===== src/rtl/riscv_soft_fetch_pkg.sv =====
// Shared definitions for the riscv_soft fetch stage: FSM encodings, default reset vector, NOP word.
// No logic of its own; latency n/a.
// Backpressure n/a.
package riscv_soft_fetch_pkg;

  localparam logic [31:0] DEFAULT_RESET_VECTOR = 32'h0000_0200;
  localparam logic [31:0] NOP_INST             = 32'h0000_0013;

  typedef enum logic [2:0] {
    ST_IDLE     = 3'd0,
    ST_REQ      = 3'd1,
    ST_WAIT     = 3'd2,
    ST_DRAIN    = 3'd3,
    ST_MISALIGN = 3'd4
  } fetch_state_t;

endpackage


===== src/rtl/riscv_soft_fetch_buf.sv =====
// Single-entry output buffer holding one fetched instruction until execute takes it.
// Latency: load visible on outputs one cycle after the load edge.
// Backpressure: entry held while not consumed; load wins over squash, squash/consume clear it.
module riscv_soft_fetch_buf #(
  parameter int XPR_LEN = 32
) (
  input  logic               clk,
  input  logic               reset,
  input  logic               load,
  input  logic [31:0]        load_data,
  input  logic [XPR_LEN-1:0] load_pc,
  input  logic               load_misalign,
  input  logic               squash,
  input  logic               consume,
  output logic               valid,
  output logic [31:0]        data,
  output logic [XPR_LEN-1:0] pc,
  output logic [XPR_LEN-1:0] pc_plus_4,
  output logic               misalign
);

  // Buffer register: load a new entry, otherwise drop it on squash or consume.
  always_ff @(posedge clk) begin
    if (reset) begin
      valid     <= 1'b0;
      data      <= 32'h0;
      pc        <= '0;
      pc_plus_4 <= XPR_LEN'(4);
      misalign  <= 1'b0;
    end else if (load) begin
      valid     <= 1'b1;
      data      <= load_data;
      pc        <= load_pc;
      pc_plus_4 <= load_pc + XPR_LEN'(4);
      misalign  <= load_misalign;
    end else if (squash || consume) begin
      valid     <= 1'b0;
    end
  end

endmodule


===== src/rtl/riscv_soft_fetch.sv =====
// Fetch stage: owns fetch PC, one outstanding I-cache request, single-entry output buffer.
// Latency: request to buffered instruction is cache latency + 1 cycle (2 cycles/insn with a 1-cycle cache).
// Backpressure: no request issues unless the buffer is empty or being consumed; optional macro RISCV_SOFT_FETCH_MISALIGN_EN.
module riscv_soft_fetch
  import riscv_soft_fetch_pkg::*;
#(
  parameter int                 XPR_LEN      = 32,
  parameter logic [XPR_LEN-1:0] RESET_VECTOR = XPR_LEN'(DEFAULT_RESET_VECTOR)
) (
  input  logic               clk,
  input  logic               reset,
  input  logic               i_cache_req_ready,
  output logic               i_cache_req_valid,
  output logic [XPR_LEN-1:0] i_cache_req_addr,
  input  logic               i_cache_resp_valid,
  input  logic [31:0]        i_cache_resp_data,
  input  logic               redirect_valid,
  input  logic [XPR_LEN-1:0] redirect_PC,
  input  logic               stall_IF,
  output logic               inst_valid,
  output logic [31:0]        inst_data,
  output logic [XPR_LEN-1:0] inst_PC,
  output logic [XPR_LEN-1:0] inst_PC_plus_4,
  output logic               inst_misalign
);

  fetch_state_t       state, state_nxt;
  logic [XPR_LEN-1:0] fetch_pc;
  logic               consume, slot_free, req_fire;
  logic               redir_misalign, resp_load;
  logic               buf_load;
  logic [31:0]        buf_data;
  logic [XPR_LEN-1:0] buf_pc;

  assign consume   = inst_valid && !stall_IF;
  assign slot_free = !inst_valid || consume;

  assign i_cache_req_valid = (state == ST_REQ) && slot_free;
  assign i_cache_req_addr  = fetch_pc;
  assign req_fire          = i_cache_req_valid && i_cache_req_ready;

  // A normal response is only kept when no redirect squashes it in the same cycle.
  assign resp_load = !redirect_valid && (state == ST_WAIT) && i_cache_resp_valid;

`ifdef RISCV_SOFT_FETCH_MISALIGN_EN
  logic pend;

  assign redir_misalign = redirect_valid && (redirect_PC[1:0] != 2'b00);

  // Track the outstanding request so leaving MISALIGN can still drain a late response.
  always_ff @(posedge clk) begin
    if (reset)                   pend <= 1'b0;
    else if (req_fire)           pend <= 1'b1;
    else if (i_cache_resp_valid) pend <= 1'b0;
  end
`else
  assign redir_misalign = 1'b0;
`endif

  // Misaligned redirect targets load a marked NOP instead of fetched data.
  assign buf_load = resp_load || redir_misalign;
  assign buf_data = redir_misalign ? NOP_INST : i_cache_resp_data;
  assign buf_pc   = redir_misalign ? redirect_PC : fetch_pc;

  // State register.
  always_ff @(posedge clk) begin
    if (reset) state <= ST_IDLE;
    else       state <= state_nxt;
  end

  // Next-state decode; redirect outranks stall and same-cycle responses.
  always_comb begin
    state_nxt = state;
    if (redirect_valid) begin
      if (redir_misalign) begin
        state_nxt = ST_MISALIGN;
      end else begin
        case (state)
          ST_REQ:   state_nxt = req_fire ? ST_DRAIN : ST_REQ;
          ST_WAIT,
          ST_DRAIN: state_nxt = i_cache_resp_valid ? ST_REQ : ST_DRAIN;
`ifdef RISCV_SOFT_FETCH_MISALIGN_EN
          ST_MISALIGN: state_nxt = (pend && !i_cache_resp_valid) ? ST_DRAIN : ST_REQ;
`endif
          default:  state_nxt = ST_REQ;
        endcase
      end
    end else begin
      case (state)
        ST_IDLE:  state_nxt = ST_REQ;
        ST_REQ:   if (req_fire) state_nxt = ST_WAIT;
        ST_WAIT,
        ST_DRAIN: if (i_cache_resp_valid) state_nxt = ST_REQ;
        default:  state_nxt = state;
      endcase
    end
  end

  // Fetch PC: redirect target (word aligned) or advance past each kept response.
  always_ff @(posedge clk) begin
    if (reset)               fetch_pc <= RESET_VECTOR;
    else if (redirect_valid) fetch_pc <= {redirect_PC[XPR_LEN-1:2], 2'b00};
    else if (resp_load)      fetch_pc <= fetch_pc + XPR_LEN'(4);
  end

  riscv_soft_fetch_buf #(.XPR_LEN(XPR_LEN)) u_buf (
    .clk           (clk),
    .reset         (reset),
    .load          (buf_load),
    .load_data     (buf_data),
    .load_pc       (buf_pc),
    .load_misalign (redir_misalign),
    .squash        (redirect_valid),
    .consume       (consume),
    .valid         (inst_valid),
    .data          (inst_data),
    .pc            (inst_PC),
    .pc_plus_4     (inst_PC_plus_4),
    .misalign      (inst_misalign)
  );

endmodule


===== config.mk =====
export PLATFORM = sky130hd
export DESIGN_NAME = riscv_soft_fetch
export DESIGN_NICKNAME = d
export VERILOG_FILES = /design/src/rtl/riscv_soft_fetch_pkg.sv /design/src/rtl/riscv_soft_fetch_buf.sv /design/src/rtl/riscv_soft_fetch.sv
export SDC_FILE = /design/constraint.sdc
export NUM_CORES = 1
export LEC_CHECK = 0
export ABC_AREA = 1
export ABC_CLOCK_PERIOD_IN_PS = 1840
export CAP_MARGIN = 5
export CORE_MARGIN = 2
export CORE_UTILIZATION = 45
export CTS_BUF_LIST = sky130_fd_sc_hd__clkbuf_4 sky130_fd_sc_hd__clkbuf_8
export DETAILED_ROUTE_END_ITERATION = 6
export PLACE_DENSITY = 0.87
export SLEW_MARGIN = 30
export SYNTH_ARGS = -nofsm -noshare
export SYNTH_HDL_FRONTEND = slang
export SYNTH_SLANG_ARGS = --single-unit

===== constraint.sdc =====
create_clock -name clk -period 1.84 [get_ports clk]
set_input_delay 0.368 -clock clk [delete_from_list [all_inputs] [get_ports clk]]
set_output_delay 0.368 -clock clk [all_outputs]
set_load 0.02 [all_outputs]

==> reports/metrics.yaml <==
status: "complete, no violations"
cp-end-kind: "output pin"
warnings: 29
startpoint_type: "flop"
ys_seq_share_pct: 47.8
io_buffers: 191
r2r-start: "i_cache_req_addr[2]"
hold_end: "u_buf.pc_plus_4[3]"
syn_area_per_cell_um2: 7.09
drt_iter0_markers: 428
cp_data_arrival_time_ns: 1.44
power_mw: 6.00
ys_chip_area_mm2: 0.00524
mostFrequentLayoutCell: "nand2_1"
ir_drop_mv: 0.508
dr_total_vias: 5568
coreArea_mm2: 0.0114
grt_pass1_vias: 5425
area_growth_pct: 49.5
place_area_mm2: 0.00743
synthCells: 738
pin_count: 201
clk_latency_ns: 0.44
dr.pass1.iters: 5
die_h_um: 112
nNetsFinal: 1009
drc: 0
die_w_um: 112
hold_start: "reset"
cts_buffer_depth: 2
numSynthFlops: 125
yosys-stat-cells: 738
viasPerCell: 5.09
postCtsHoldBufs: 0
cts_buffers: 17
syn_area_mm2: 0.00524
clock_skew_ns: 0.00852
antenna-diode-count: 0
worstPathCellList: "clkdlybuf4s50_1"
crit_slowest_cell: "clkdlybuf4s50_1"
grt_max_degree: 53
power.density_mw_per_mm2: 767
reg2reg_depth: 9
cts_tree: "yes"
rsz0062_at_grt: "yes"
gp_congestion: 0.931
hold_viol_final: 0
fp_util_pct: 46.0
dp_hpwl_mm: 11.7
crit_path_max_incr_delay_ns: 0.64
grt_use_met3_pct: 8.33
drv_slew: 0
critPathRequiredTime_ns: 1.47
grt_pass1_wl_mm: 26.6
path_clk_slew_ns: 0.07
overflow: 0
ys_warn_count: 0
layout-drive-gt1-share_pct: 8.31
ys_types: 29
total_leakage_power_nw: 3.32
final_design_area_no_fill_mm2: 0.00783
hold_depth: 3
final.period_utilization_pct: 98.1
postRouteAntennaNets: 0
dieArea_mm2: 0.0125
clock_sinks: 125
rows: 39
reg2reg_slack_ns: 0.12
r2r-end: "u_buf.pc_plus_4[22]"
root_buffer: "clkbuf_8"
antenna_found_initial: 0
critPathTopFamily: "buffers and inverters"
crit_buf_inv: 1
-- power breakdown --
group	total (mW)	internal, mW	switching [mW]
logic	0.647	0.307	0.339
registers	2.84	2.77	0.0690
clock network	2.51	1.46	1.06
total	6.00	4.54	1.46
-- flip-flops by register name, indices dropped and copies added (netlist names) --
signal and cells:
u_buf.data 32, i_cache_req_addr 30, u_buf.pc 30, u_buf.pc_plus_4 30, state 2, u_buf.valid 1
-- metrics by stage --
| step | utilization [%] | cells | worst slack (ns) | hold WS [ns] | TNS (ns) |
|---|---|---|---|---|---|
| 2_1_floorplan | - | 744 | 0.240 | 0.503 | 0 |
| 3_3_place_gp | 65.3 | 1062 | -0.258 | 0.452 | -0.277 |
| 3_5_place_dp | 65.3 | 1062 | -0.297 | 0.457 | -1.12 |
| 4_1_cts | 68.7 | 1094 | 0.00331 | 0.378 | 0 |
| 5_1_grt | 68.8 | 1094 | -0.0238 | 0.393 | -0.0498 |
| 6_report | 68.8 | 1094 | 0.0357 | 0.394 | 0 |
-- timing repair --
item / in CTS / in global routing
setup endpoints to repair: 29 / 13
gates resized: 31 / 9
setup buffers: 0 / 0
-- layout make-up --
| class | count | area [um^2] |
|---|---|---|
| fillers | 926 | 3540 |
| flip-flops and latches | 125 | 2500 |
| multi-input cells | 518 | 2320 |
| repair buffers | 219 | 2190 |
| clock buffers | 26 | 339 |
| inverters | 57 | 214 |
| well taps | 143 | 179 |
| clock inverters | 6 | 80.1 |
-- cells by family (layout without fill, tap and decap cells) --
| logic type | after synthesis | after routing | share of synthesized area [%] |
|---|---|---|---|
| fa+ha+maj | 1 | 1 | 0.239 |
| simple gates | 331 | 331 | 25.7 |
| compound gates | 175 | 175 | 17.1 |
| other cells | 1 | 7 | 0.0716 |
| buf+inv | 101 | 308 | 8.39 |
| xor+xnor | 4 | 4 | 0.669 |
| flops | 125 | 125 | 47.8 |
-- worst max path at each step --
stage	start	cells past startpoint	end
after floorplan	i_cache_req_addr[3]	8	i_cache_req_addr[22]
after global placement	stall_IF	5	i_cache_req_valid
after detailed placement	stall_IF	5	i_cache_req_valid
after CTS	stall_IF	5	i_cache_req_valid
after global routing	i_cache_req_addr[2]	9	u_buf.pc_plus_4[20]
final	u_buf.data[5]	1	inst_data[5]
-- synthesized netlist by cell type, drive strengths merged --
library cell / n / area share (%)
nand2: 164 / 12
dfxtp: 125 / 48
nor2: 121 / 9.0
o21ai: 88 / 8.4
a21oi: 75 / 7.2
inv: 57 / 4.1
nand3: 38 / 3.6
clkbuf: 23 / 1.6
buf: 21 / 2.7
a31oi: 9 / 1.1
xnor2: 3 / 0.50
and2: 2 / 0.24
nor3: 2 / 0.41
o211ai: 2 / 0.29
or2: 2 / 0.24
a211oi: 1 / 0.14
conb: 1 / 0.072
ha: 1 / 0.24
nand3b: 1 / 0.14
nand4: 1 / 0.12
xor2: 1 / 0.17
-- metal layers --
layer,wire [um],vias to the layer above,part of all wire (%)
li1,-,2772,-
met1,6730,2557,42
met2,7790,203,48
met3,1210,36,7.5
met4,426,0,2.6
met5,0,-,0
Fig. 1: wiring by layer
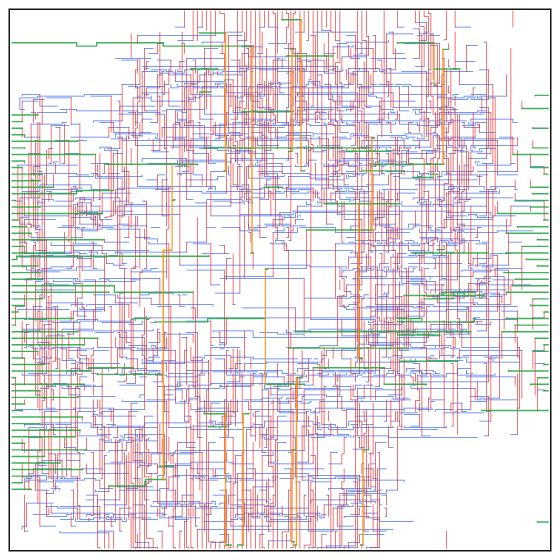
[metal 1] blue | wire length: 6730 um
[metal 4] orange | wire length: 426 um
[metal 3] green | wire length: 1210 um
[metal 2] red | wire length: 7790 um

Fig. 2: clock distribution
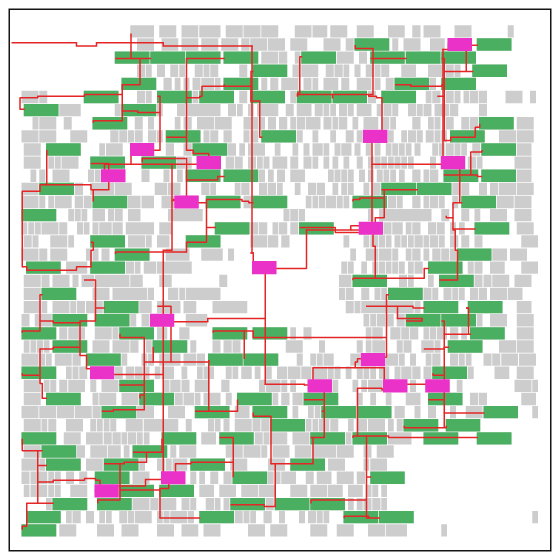
[clock wires] red | length: 1550 um
[clock drivers] magenta | count: 17
[flip-flops] green | count: 125
flops lie: all over the die
routed clock nets: 18

Fig. 3: cells colored by class
The bar under the picture is 20 um long.
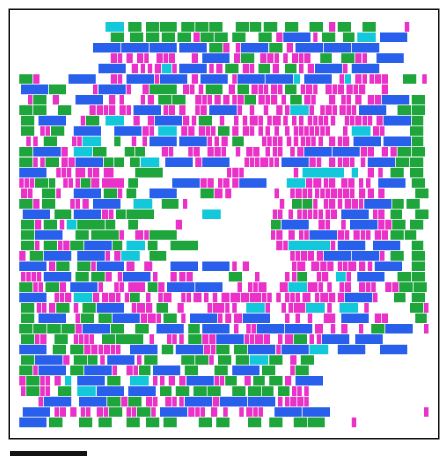
[remaining buffers and delay cells] green | cells: 219 | share of their area: 29%
[combinational and other logic] magenta | cells: 575 | share of their area: 33%
[sequential cells] blue | cells: 125 | share of their area: 33%
[clock drivers and dummy loads] cyan | cells: 32 | share of their area: 5.5%

Fig. 4: track usage over the die
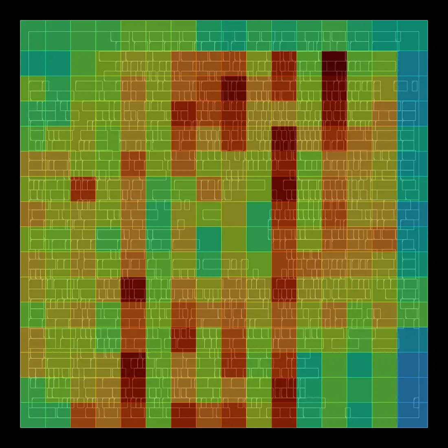
GRT met2 Usage: 42.5%
fin util: 68.8%
gr usage total: 26.2%
DR WL/cell: 14.8 um
Top Usage Layer GRT: met2

Power and IR drop assume default switching activity.
